$ cat config.mk
export PLATFORM = sky130hd
export DESIGN_NAME = matmul_control_fsm_flat
export DESIGN_NICKNAME = d
export VERILOG_FILES = /design/src/rtl/matmul_control_fsm_if.sv /design/src/rtl/matmul_control_fsm.sv /design/src/flat_wrapper.sv
export SDC_FILE = /design/constraint.sdc
export NUM_CORES = 1
export LEC_CHECK = 0
export CAP_MARGIN = 20
export CORE_ASPECT_RATIO = 1.75
export CORE_UTILIZATION = 40
export CTS_CLUSTER_SIZE = 10
export DETAILED_ROUTE_END_ITERATION = 10
export PLACE_DENSITY_LB_ADDON = 0.3
export REMOVE_ABC_BUFFERS = 1
export SYNTH_ARGS = -nofsm -noshare
export SYNTH_HDL_FRONTEND = slang
export SYNTH_SLANG_ARGS = --single-unit
export TNS_END_PERCENT = 30
$ cat constraint.sdc
create_clock -name bclk -period 4.3 [get_ports bclk]
set_input_delay 0.43 -clock bclk [delete_from_list [all_inputs] [get_ports bclk]]
set_output_delay 0.43 -clock bclk [all_outputs]
set_load 0.01 [all_outputs]
$ cat src/rtl/matmul_control_fsm_if.sv
// Handshake bundle between the matrix-multiply sequencer and its UART, memory and multiplier neighbours.
// The master side is the sequencer; the slave side is the surrounding datapath.
interface matmul_control_fsm_if;
  logic       rx_valid;
  logic [7:0] rx_data;
  logic       tx_busy;
  logic       mult_done;
  logic       rx_enable;
  logic       tx_start;
  logic       mult_start;
  logic [2:0] current_state;
  logic [3:0] matrix_size;
  logic       read_enable_a;
  logic       read_enable_b;

  modport master (
    input  rx_valid, rx_data, tx_busy, mult_done,
    output rx_enable, tx_start, mult_start, current_state, matrix_size,
           read_enable_a, read_enable_b
  );

  modport slave (
    output rx_valid, rx_data, tx_busy, mult_done,
    input  rx_enable, tx_start, mult_start, current_state, matrix_size,
           read_enable_a, read_enable_b
  );
endinterface

$ cat src/rtl/matmul_control_fsm.sv
// Sequencer for the UART matrix-multiply engine: takes N, then A and B element bytes,
// runs the multiplier, and paces the transmitter through the 2*N*N result bytes.
module matmul_control_fsm #(
  parameter int MAX_N = 10
) (
  input  logic                 bclk,
  input  logic                 rst,
  matmul_control_fsm_if.master ctrl
);

  localparam logic [2:0] S_IDLE      = 3'b000;
  localparam logic [2:0] S_RX_SIZE   = 3'b001;
  localparam logic [2:0] S_RX_A      = 3'b010;
  localparam logic [2:0] S_RX_B      = 3'b011;
  localparam logic [2:0] S_COMPUTE   = 3'b100;
  localparam logic [2:0] S_SEND      = 3'b101;

  logic [2:0] state_q, state_d;
  logic [3:0] size_q, size_d;
  logic [6:0] elem_q, elem_d;
  logic [7:0] byte_q, byte_d;
  logic       tx_start_q, tx_start_d;
  logic       wait_q, wait_d;

  logic [7:0] elem_total;
  logic [8:0] result_bytes;
  logic       size_ok;
  logic       last_elem;
  logic       bytes_left;
  logic       tx_fire;

  // Element count is derived from the latched size so a late rx_data change cannot disturb it.
  assign elem_total   = {4'd0, size_q} * {4'd0, size_q};
  assign result_bytes = {elem_total, 1'b0};
  assign size_ok      = (ctrl.rx_data >= 8'd1) && (ctrl.rx_data <= 8'(MAX_N));
  assign last_elem    = ({1'b0, elem_q} + 8'd1) == elem_total;
  assign bytes_left   = {1'b0, byte_q} < result_bytes;
  assign tx_fire      = (state_q == S_SEND) && !ctrl.tx_busy && !wait_q && bytes_left;

  always_comb begin
    state_d    = state_q;
    size_d     = size_q;
    elem_d     = elem_q;
    byte_d     = byte_q;
    tx_start_d = 1'b0;
    wait_d     = wait_q && !ctrl.tx_busy;
    case (state_q)
      S_IDLE: state_d = S_RX_SIZE;
      S_RX_SIZE: begin
        if (ctrl.rx_valid && size_ok) begin
          size_d  = ctrl.rx_data[3:0];
          elem_d  = 7'd0;
          state_d = S_RX_A;
        end
      end
      S_RX_A: begin
        if (ctrl.rx_valid) begin
          if (last_elem) begin
            elem_d  = 7'd0;
            state_d = S_RX_B;
          end else begin
            elem_d = elem_q + 7'd1;
          end
        end
      end
      S_RX_B: begin
        if (ctrl.rx_valid) begin
          if (last_elem) begin
            elem_d  = 7'd0;
            state_d = S_COMPUTE;
          end else begin
            elem_d = elem_q + 7'd1;
          end
        end
      end
      S_COMPUTE: begin
        if (ctrl.mult_done) begin
          byte_d  = 8'd0;
          state_d = S_SEND;
        end
      end
      S_SEND: begin
        // One pulse per byte; the wait flag holds off the next until busy has risen and fallen.
        if (tx_fire) begin
          tx_start_d = 1'b1;
          byte_d     = byte_q + 8'd1;
          wait_d     = 1'b1;
        end else if (!bytes_left && !wait_q && !ctrl.tx_busy) begin
          state_d = S_IDLE;
        end
      end
      default: state_d = S_IDLE;
    endcase
  end

  always_ff @(posedge bclk) begin
    if (rst) begin
      state_q    <= S_IDLE;
      size_q     <= 4'd0;
      elem_q     <= 7'd0;
      byte_q     <= 8'd0;
      tx_start_q <= 1'b0;
      wait_q     <= 1'b0;
    end else begin
      state_q    <= state_d;
      size_q     <= size_d;
      elem_q     <= elem_d;
      byte_q     <= byte_d;
      tx_start_q <= tx_start_d;
      wait_q     <= wait_d;
    end
  end

  assign ctrl.current_state = state_q;
  assign ctrl.matrix_size   = size_q;
  assign ctrl.tx_start      = tx_start_q;
  assign ctrl.rx_enable     = (state_q == S_RX_SIZE) || (state_q == S_RX_A) || (state_q == S_RX_B);
  assign ctrl.mult_start    = (state_q == S_COMPUTE);
  assign ctrl.read_enable_a = (state_q == S_COMPUTE);
  assign ctrl.read_enable_b = (state_q == S_COMPUTE);

endmodule

$ cat src/flat_wrapper.sv
// flat-port wrapper written by rule: the top's interface ports become plain ports
module matmul_control_fsm_flat 
#(
  parameter int MAX_N = 10
)
  (bclk, rst, ctrl_rx_valid, ctrl_rx_data, ctrl_tx_busy, ctrl_mult_done, ctrl_rx_enable, ctrl_tx_start, ctrl_mult_start, ctrl_current_state, ctrl_matrix_size, ctrl_read_enable_a, ctrl_read_enable_b);
  matmul_control_fsm_if ctrl_i ();
  input  logic bclk;
  input  logic rst;
  input wire logic [$bits(ctrl_i.rx_valid)-1:0] ctrl_rx_valid;
  input wire logic [$bits(ctrl_i.rx_data)-1:0] ctrl_rx_data;
  input wire logic [$bits(ctrl_i.tx_busy)-1:0] ctrl_tx_busy;
  input wire logic [$bits(ctrl_i.mult_done)-1:0] ctrl_mult_done;
  output wire logic [$bits(ctrl_i.rx_enable)-1:0] ctrl_rx_enable;
  output wire logic [$bits(ctrl_i.tx_start)-1:0] ctrl_tx_start;
  output wire logic [$bits(ctrl_i.mult_start)-1:0] ctrl_mult_start;
  output wire logic [$bits(ctrl_i.current_state)-1:0] ctrl_current_state;
  output wire logic [$bits(ctrl_i.matrix_size)-1:0] ctrl_matrix_size;
  output wire logic [$bits(ctrl_i.read_enable_a)-1:0] ctrl_read_enable_a;
  output wire logic [$bits(ctrl_i.read_enable_b)-1:0] ctrl_read_enable_b;
  assign ctrl_i.rx_valid = ctrl_rx_valid;
  assign ctrl_i.rx_data = ctrl_rx_data;
  assign ctrl_i.tx_busy = ctrl_tx_busy;
  assign ctrl_i.mult_done = ctrl_mult_done;
  assign ctrl_rx_enable = ctrl_i.rx_enable;
  assign ctrl_tx_start = ctrl_i.tx_start;
  assign ctrl_mult_start = ctrl_i.mult_start;
  assign ctrl_current_state = ctrl_i.current_state;
  assign ctrl_matrix_size = ctrl_i.matrix_size;
  assign ctrl_read_enable_a = ctrl_i.read_enable_a;
  assign ctrl_read_enable_b = ctrl_i.read_enable_b;
  matmul_control_fsm #(.MAX_N(MAX_N)) u_core (.bclk(bclk), .rst(rst), .ctrl(ctrl_i));
endmodule
Fig. 1: drive-strength map
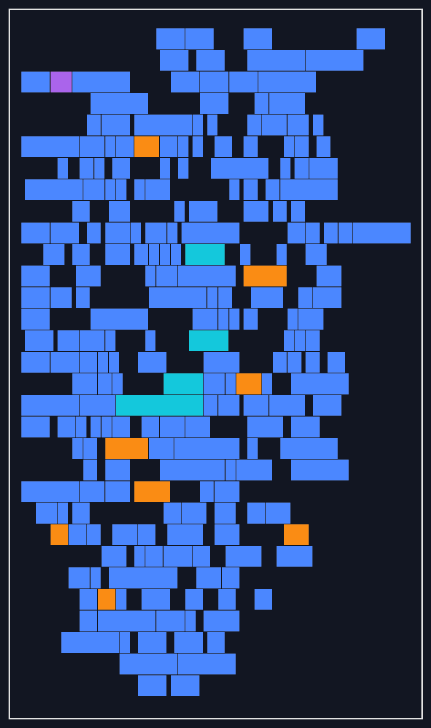
colour	size	cells
purple	_3 and _4 cells	1
orange	_2 cells	8
cyan	_6 and larger	4
blue	_0 and _1 cells	219

Fig. 2: gate families picked out
The bar under the picture is 20 µm long.
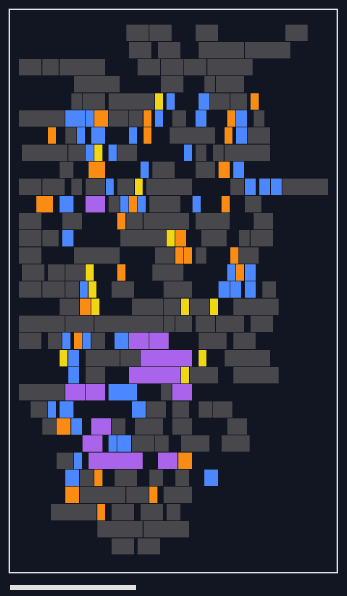
colour	family	cells	most used
blue	nand cells	46	nand2_1
orange	nor cells	27	nor2_1
purple	xor and xnor cells	12	xnor2_1
yellow	inv cells	12	inv_1

Fig. 3: M3 wires
Cells faint in the background.
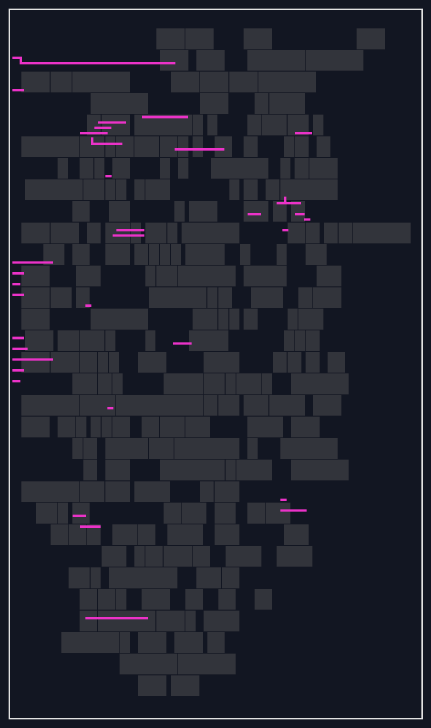
main direction	horizontal
wire length on this layer	95.7 µm
nets with wire on the layer	29
share of all routed wire	2.3%
longest straight run	19.3 µm

Fig. 4: clock distribution
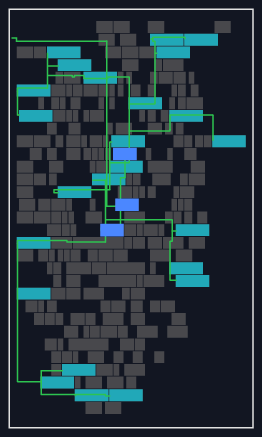
[blue] clock drivers | count: 3
[cyan] flip-flops | count: 24
[green] clock wires | length: 357 µm
routed clock nets	4
flops lie	widely spread
Clock Power Share: 38.7%
Late-Pin Clk Latency: 270 ps
clk_skew: 6.38 ps

Fig. 5: congestion heat map
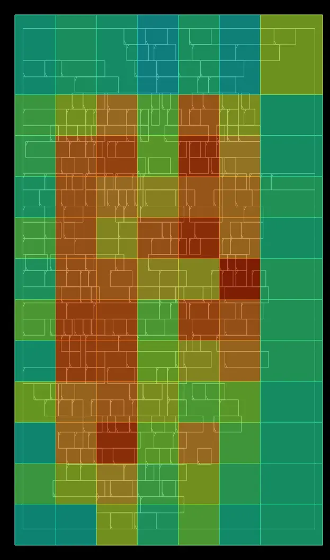
WL per Instance: 15.1 µm
fin util: 50.3%
M1 GR Usage: 18.3%
busiest grt layer: met2

==> results.cfg <==
; implementation run metrics
[sta]
max_freq_mhz = 275
finalSetupViolations = 0
fin_ws_ps = 662

[die]
taps = 49
row_count = 31
core_mm2 = 0.00415

[worst_setup_path]
worstPathCellList = nor2b_1 > ha_1 > a41oi_1 > xnor2_1 > inv_1 > ha_1 > a2111oi_0 > o21ai_2 > a2111o_1 > or4_1 > nand3_1
path_buffers = 1
crit_fanout = 11
cp.depth = 11

[synthesis]
xor_area_share_pct = 8.47
adder_share_pct = 7.18
avgSynthCellArea_um2 = 8.26
mux_area_share_pct = 5.17
compound_area_share_pct = 20.5
ff_type = dfxtp_1
yosysChipArea_mm2 = 0.00174
synth.area.top_cells = dfxtp_1 (28%), ha_1 (7.2%), mux2i_1 (5.2%), nand3_1 (4.6%), nand2_1 (4.3%)
yosysSeqAreaShare_pct = 27.6
yosysCellCount = 211
synth_cell_types = 51
top_area_cell = dfxtp_1

[cts]
cts_hold_buf = 0
htreeDepth = 1

[cells_and_area]
top_register = u_core.byte_q
largest_reg_flops = 8
n_antenna_cell = 0
comb_area_share_pct = 56.6
largest_cell_class = combinational gates
nClkBuffers = 3

[run]
drv_cap = 0

[power_and_ir_drop]
pwr.group.clock_mw = 0.202
power.total_mw = 0.522
swShare_pct = 24.8

[global_routing]
grtUsageMet3_pct = 2.55
use_met2_pct = 39.2

[place]
dpl_cell_area_mm2 = 0.00201

[routing]
routed.top_layer = met4
antenna_left = 0
wl_met1_um = 1600

[outcome]
status = completed

[hold_path]
min_to = u_core.byte_q[7]
min-delay-start = u_core.byte_q[7]
No activity file was given, so power comes from the tool's default toggle rates.
